`config.mk`:
```
export PLATFORM = sky130hd
export DESIGN_NAME = db_copy_master_flat
export DESIGN_NICKNAME = d
export VERILOG_FILES = /design/src/rtl/data_bus_pkg.sv /design/src/rtl/DATA_BUS.sv /design/src/rtl/db_copy_master.sv /design/src/flat_wrapper.sv
export SDC_FILE = /design/constraint.sdc
export NUM_CORES = 1
export LEC_CHECK = 0
export CAP_MARGIN = 10
export CORE_MARGIN = 2
export CORE_UTILIZATION = 40
export CTS_CLUSTER_DIAMETER = 60
export DETAILED_ROUTE_END_ITERATION = 10
export PLACE_DENSITY = 0.68
export SETUP_SLACK_MARGIN = 0.3
export SLEW_MARGIN = 25
export SYNTH_ARGS = -nofsm -noshare
export SYNTH_HDL_FRONTEND = slang
export SYNTH_SLANG_ARGS = --single-unit
```
`constraint.sdc`:
```
create_clock -name clk -period 2.56 [get_ports clk]
set_input_delay 0.384 -clock clk [delete_from_list [all_inputs] [get_ports clk]]
set_output_delay 0.384 -clock clk [all_outputs]
set_load 0.005 [all_outputs]
```
`src/rtl/data_bus_pkg.sv`:
```
// Shared data-bus definitions: byte-enable constant and the copy-master state type.
package data_bus_pkg;

    localparam logic [3:0] BE_WORD = 4'b1111;

    typedef enum logic [2:0] {
        CM_IDLE    = 3'd0,
        CM_RD_REQ  = 3'd1,
        CM_RD_WAIT = 3'd2,
        CM_WR_REQ  = 3'd3,
        CM_WR_WAIT = 3'd4,
        CM_FIN     = 3'd5
    } copy_state_e;

endpackage

```
`src/rtl/DATA_BUS.sv`:
```
// Data bus bundle: request/grant with a later rvalid response.
// Single outstanding transfer per master.
interface DATA_BUS;
    logic        req;
    logic        we;
    logic [31:0] addr;
    logic [3:0]  be;
    logic [31:0] wdata;
    logic        gnt;
    logic        rvalid;
    logic [31:0] rdata;
    logic        err;

    // A transfer is accepted on the edge where req and gnt are both high;
    // the master holds addr/we/be/wdata while req=1 and gnt=0, and
    // rdata/err are meaningful only in a cycle with rvalid=1.
    modport Master (output req, we, addr, be, wdata,
                    input  gnt, rvalid, rdata, err);
    modport Slave  (input  req, we, addr, be, wdata,
                    output gnt, rvalid, rdata, err);
endinterface

```
`src/rtl/db_copy_master.sv`:
```
// Word-copy bus master: read a word from src, write it to dst, repeat len times.
// One outstanding transaction; stops early on the first bus error.
module db_copy_master
    import data_bus_pkg::*;
#(
    parameter int          LEN_W     = 16,
    parameter logic [31:0] ADDR_STEP = 32'd4
) (
    input  logic             clk,
    input  logic             rst,
    input  logic             start,
    input  logic [31:0]      src_addr,
    input  logic [31:0]      dst_addr,
    input  logic [LEN_W-1:0] len,
    output logic             busy,
    output logic             done,
    output logic             error,
    output logic [LEN_W-1:0] words_done,
    DATA_BUS.Master          dmst
);

    copy_state_e      state;
    copy_state_e      state_d;
    logic [31:0]      src_q;
    logic [31:0]      dst_q;
    logic [LEN_W-1:0] cnt_q;
    logic [31:0]      data_q;

    logic             req;
    logic             we;
    logic [31:0]      addr;
    logic [31:0]      wdata;

    // Bus outputs are decoded from state and the held operand registers, so
    // they stay constant for as long as a request waits for its grant.
    always_comb begin
        state_d = state;
        req     = 1'b0;
        we      = 1'b0;
        addr    = 32'd0;
        wdata   = 32'd0;
        unique case (state)
            CM_IDLE: begin
                if (start) begin
                    state_d = (len == '0) ? CM_FIN : CM_RD_REQ;
                end
            end
            CM_RD_REQ: begin
                req  = 1'b1;
                addr = src_q;
                if (dmst.gnt) state_d = CM_RD_WAIT;
            end
            CM_RD_WAIT: begin
                if (dmst.rvalid) state_d = dmst.err ? CM_FIN : CM_WR_REQ;
            end
            CM_WR_REQ: begin
                req   = 1'b1;
                we    = 1'b1;
                addr  = dst_q;
                wdata = data_q;
                if (dmst.gnt) state_d = CM_WR_WAIT;
            end
            CM_WR_WAIT: begin
                if (dmst.rvalid) begin
                    if (dmst.err || cnt_q == LEN_W'(1)) state_d = CM_FIN;
                    else                                state_d = CM_RD_REQ;
                end
            end
            CM_FIN: begin
                state_d = CM_IDLE;
            end
            default: begin
                state_d = CM_IDLE;
            end
        endcase
    end

    always_ff @(posedge clk) begin
        if (rst) begin
            state      <= CM_IDLE;
            src_q      <= 32'd0;
            dst_q      <= 32'd0;
            cnt_q      <= '0;
            data_q     <= 32'd0;
            error      <= 1'b0;
            words_done <= '0;
        end else begin
            state <= state_d;
            unique case (state)
                CM_IDLE: begin
                    if (start) begin
                        src_q      <= src_addr;
                        dst_q      <= dst_addr;
                        cnt_q      <= len;
                        error      <= 1'b0;
                        words_done <= '0;
                    end
                end
                CM_RD_WAIT: begin
                    if (dmst.rvalid) begin
                        if (dmst.err) error  <= 1'b1;
                        else          data_q <= dmst.rdata;
                    end
                end
                CM_WR_WAIT: begin
                    // An error on the write wins over counting the word.
                    if (dmst.rvalid) begin
                        if (dmst.err) begin
                            error <= 1'b1;
                        end else begin
                            words_done <= words_done + LEN_W'(1);
                            src_q      <= src_q + ADDR_STEP;
                            dst_q      <= dst_q + ADDR_STEP;
                            cnt_q      <= cnt_q - LEN_W'(1);
                        end
                    end
                end
                default: begin
                end
            endcase
        end
    end

    assign busy       = (state != CM_IDLE);
    assign done       = (state == CM_FIN);
    assign dmst.req   = req;
    assign dmst.we    = we;
    assign dmst.addr  = addr;
    assign dmst.wdata = wdata;
    assign dmst.be    = req ? BE_WORD : 4'b0000;

endmodule

```
`src/flat_wrapper.sv`:
```
// flat-port wrapper written by rule: the top's interface ports become plain ports
module db_copy_master_flat import data_bus_pkg::*;
#(
    parameter int          LEN_W     = 16,
    parameter logic [31:0] ADDR_STEP = 32'd4
)
  (clk, rst, start, src_addr, dst_addr, len, busy, done, error, words_done, dmst_req, dmst_we, dmst_addr, dmst_be, dmst_wdata, dmst_gnt, dmst_rvalid, dmst_rdata, dmst_err);
  DATA_BUS dmst_i ();
  input  logic clk;
  input  logic rst;
  input  logic start;
  input  logic [31:0] src_addr;
  input  logic [31:0] dst_addr;
  input  logic [LEN_W-1:0] len;
  output logic busy;
  output logic done;
  output logic error;
  output logic [LEN_W-1:0] words_done;
  output wire logic [$bits(dmst_i.req)-1:0] dmst_req;
  output wire logic [$bits(dmst_i.we)-1:0] dmst_we;
  output wire logic [$bits(dmst_i.addr)-1:0] dmst_addr;
  output wire logic [$bits(dmst_i.be)-1:0] dmst_be;
  output wire logic [$bits(dmst_i.wdata)-1:0] dmst_wdata;
  input wire logic [$bits(dmst_i.gnt)-1:0] dmst_gnt;
  input wire logic [$bits(dmst_i.rvalid)-1:0] dmst_rvalid;
  input wire logic [$bits(dmst_i.rdata)-1:0] dmst_rdata;
  input wire logic [$bits(dmst_i.err)-1:0] dmst_err;
  assign dmst_req = dmst_i.req;
  assign dmst_we = dmst_i.we;
  assign dmst_addr = dmst_i.addr;
  assign dmst_be = dmst_i.be;
  assign dmst_wdata = dmst_i.wdata;
  assign dmst_i.gnt = dmst_gnt;
  assign dmst_i.rvalid = dmst_rvalid;
  assign dmst_i.rdata = dmst_rdata;
  assign dmst_i.err = dmst_err;
  db_copy_master #(.LEN_W(LEN_W), .ADDR_STEP(ADDR_STEP)) u_core (.clk(clk), .rst(rst), .start(start), .src_addr(src_addr), .dst_addr(dst_addr), .len(len), .busy(busy), .done(done), .error(error), .words_done(words_done), .dmst(dmst_i));
endmodule
```
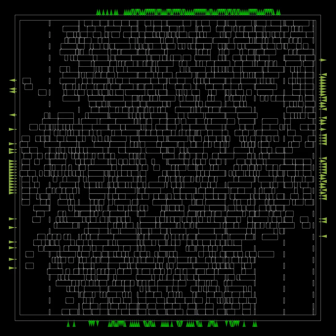
(images/placement.png)
non-filler cells, final: 1512
Taps Inserted: 265
flop count: 132

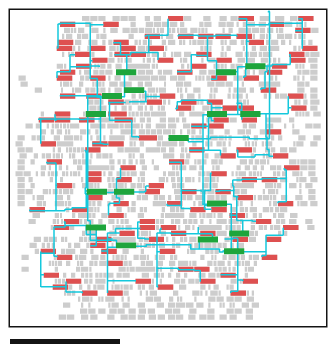
(images/clk_routes.png)
Bar = 50 um.
[red] flip-flops | count: 132
[cyan] clock wires | length: 1790 um
[green] clock drivers | count: 17
flops lie: spread over the die
routed clock nets: 18
clk pwr: 2700 uW
Clock Latency Late Sink: 0.42 ns

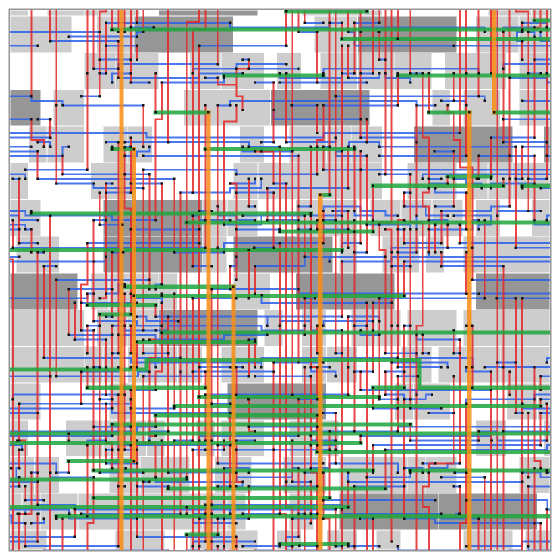
(images/detail.png)
Region (52, 23) to (92, 63) um. Cells in grey, sequential cells in the stronger grey; small squares are vias.
[red] metal 2
[orange] metal 4
[green] metal 3
[blue] metal 1
netlist names of flops here include: `u_core.dst_q` (10), `u_core.src_q` (4)
most frequent: dfxtp_1 (14), nor2_1 (10), a21oi_1 (9)
sequential cells in the window: 14
cells with their middle in the window: 126

==> CHANGELOG.md <==
### Implementation results

- Post-DRT Antenna Nets: 0
- R2R depth: 7
- Largest net degree at the start of global routing: 94
- Slew HR: 0.563
- GRT busiest layer: met2
- DR DRC count: 0
- Post-Synthesis Cells: between 1000 and 1500
- Worst EP required: approximately 2.2 ns
- Post-place setup slack: roughly 0.19 ns
- Worst VDD drop: 446 uV
- Chip Width: between 100 and 150 um
- Mapped Area: approximately 7800 um2
- Fin crit period: 2.27 ns
- Hold-fix buffers, CTS: 0
- Register share of total power: 0.380
- Worst hold path class: reg2reg
- Core ar.: 19300 um2
- Element type at the critical path start: flip-flop
- Post-CTS resize count: 21
- Port bufs: between 200 and 250
- R2r startpoint: u_core.state[1]
- Wire length on met2: ~13000 um
- First-pass GRT wire length: approximately 41000 um
- Top_reg_cell synth: dfxtp_1
- RSZ-0062 raised after global routing: true
- Total CTS buffers: 17
- Status: finished clean
- Clk pwr share: 0.434
- Top routing layer in use: met4
- Syn-to-layout area delta: 42.4%
- Max Root-Sink Buffers: 2
- Synth unique cells: approximately 72
- Initial DRC count: around 720
- Top cells by area: dfxtp_1 (34%), nand2_1 (6.7%), nor2_1 (5.7%), a21oi_1 (5.6%), mux2i_1 (5.2%)
- CP arrival: 1.89 ns
- Diode count: 0
- Post-route worst setup slack: 0.286 ns
- Synth area leader: dfxtp_1
- Final Hold Viols: 0
- Vias per cell: approximately 5.7
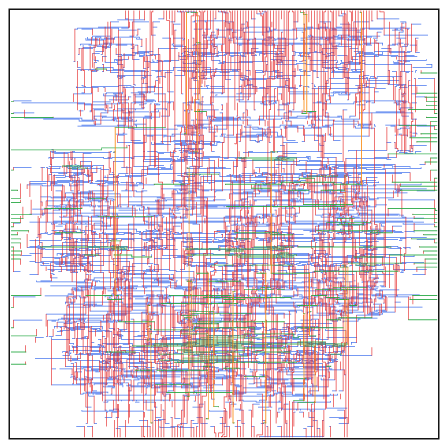
(images/wires.png)
[blue] metal 1 | wire length: 11700 um
[red] metal 2 | wire length: 12600 um
[green] metal 3 | wire length: 1900 um
[orange] metal 4 | wire length: 784 um
overall routed net length: 27000 um
routed len/inst: 17.8 um
Tot GR Track Use: 0.252

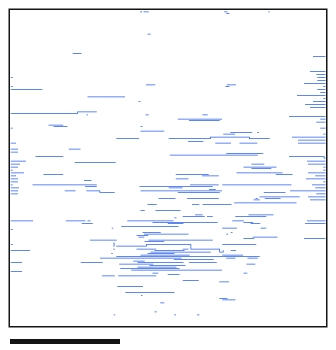
(images/layer_met3.png)
Bar = 50 um.
wire length on this layer: 1900 um
nets with wire on the layer: 153
main direction: horizontal
longest straight run: 65.1 um
share of all routed wire: 7.0%
met3 Use GR: 0.0430
via count: 8601

[placed cells by master, fill, tap and decap left out, drive strengths merged, types with 9 or more instances in the layout]
cell | Yosys | layout
clkbuf | 60 | 21
and3 | 47 | 47
mux2i | 41 | 41
a22oi | 13 | 13
nand2 | 140 | 140
nor3 | 44 | 44
a211oi | 9 | 9
clkdlybuf4s50 | 0 | 192
buf | 31 | 50
a21oi | 88 | 88
o22ai | 20 | 20
nand4 | 21 | 21
nor2 | 119 | 119
and2 | 12 | 12
or3 | 12 | 12
o21ai | 34 | 34
dlymetal6s2s | 0 | 12
nand3 | 36 | 36
a31oi | 10 | 10
xor2 | 11 | 11
xnor2 | 12 | 12
and4 | 12 | 12
dfxtp | 132 | 132
inv | 19 | 18
nor4 | 27 | 27
[worst max path at each step]
| stage | from | to | slack [ns] | cells past startpoint |
|---|---|---|---|---|
| after floorplan | u_core.dst_q[2] | u_core.dst_q[28] | 0.59 | 6 |
| after global placement | dmst_err | u_core.src_q[12] | 0.21 | 7 |
| after detailed placement | dmst_err | u_core.src_q[12] | 0.19 | 7 |
| after CTS | u_core.state[2] | dmst_wdata[31] | 0.28 | 6 |
| after global routing | u_core.state[1] | dmst_addr[28] | 0.24 | 4 |
| final | u_core.state[1] | dmst_addr[18] | 0.29 | 5 |
[sequential cells by signal, summed over array words and instances (netlist names)]
| register | cells |
|---|---|
| u_core.error | 1 |
| u_core.src_q | 32 |
| u_core.state | 3 |
| u_core.dst_q | 32 |
| u_core.words_done | 16 |
| u_core.data_q | 32 |
| u_core.cnt_q | 16 |
[worst max-delay path: stages (launching register included)]
cell	delay, ns
dfxtp_4	0.41
buf_12	0.13
clkbuf_16	0.18
mux2i_1	0.23
nor2_1	0.06
clkdlybuf4s50_1	0.45
[area by class of cell]
type                            count  area (um2)  area share
Inverter                           19        80.1     0.00718
Sequential cell                   132        2650       0.238
Tap cell                          265         332      0.0297
Timing Repair Buffer              257        2690       0.241
Multi-Input combinational cell    807        4760       0.426
Clock inverter                     13         206      0.0185
Clock buffer                       19         443      0.0397
[cells by family (layout without fill, tap and decap cells)]
group                    after synthesis  count (layout)  synth area share
AND-OR/OR-AND                        241             241             0.197
XOR/XNOR                              23              23            0.0257
adder cells (fa/ha/maj)                5               5           0.00799
buffers and inverters                110             308            0.0648
flip-flops                           132             132             0.337
multiplexers                          41              41            0.0524
AND/OR/NAND/NOR                      497             497             0.314
[cell usage after synthesis, types with 9 or more instances]
library cell and n:
dfxtp_1 132, nand4_1 21, and4_1 11, mux2i_1 41, nor3_1 43, nand2_1 140, nand3_1 35, o21ai_0 34
a22oi_1 13, clkbuf_1 58, a21oi_1 88, nor2_1 119, nor4_1 26, and3_1 44, xnor2_1 12, o22ai_1 20
a31oi_1 10, or3_1 12, a211oi_1 9, buf_2 13, xor2_1 11, and2_1 11, inv_1 19
[power by group through the flow]
stage | Clock, uW | Sequential (uW) | Combinational [uW]
3_5_place_dp | 0 | 2390 | 1060
6_report | 2700 | 2360 | 1160
3_3_place_gp | 0 | 2390 | 1050
5_1_grt | 2840 | 2380 | 1260
2_1_floorplan | 0 | 2340 | 617
4_1_cts | 2740 | 2350 | 1110
No activity file was given, so power comes from the tool's default toggle rates.
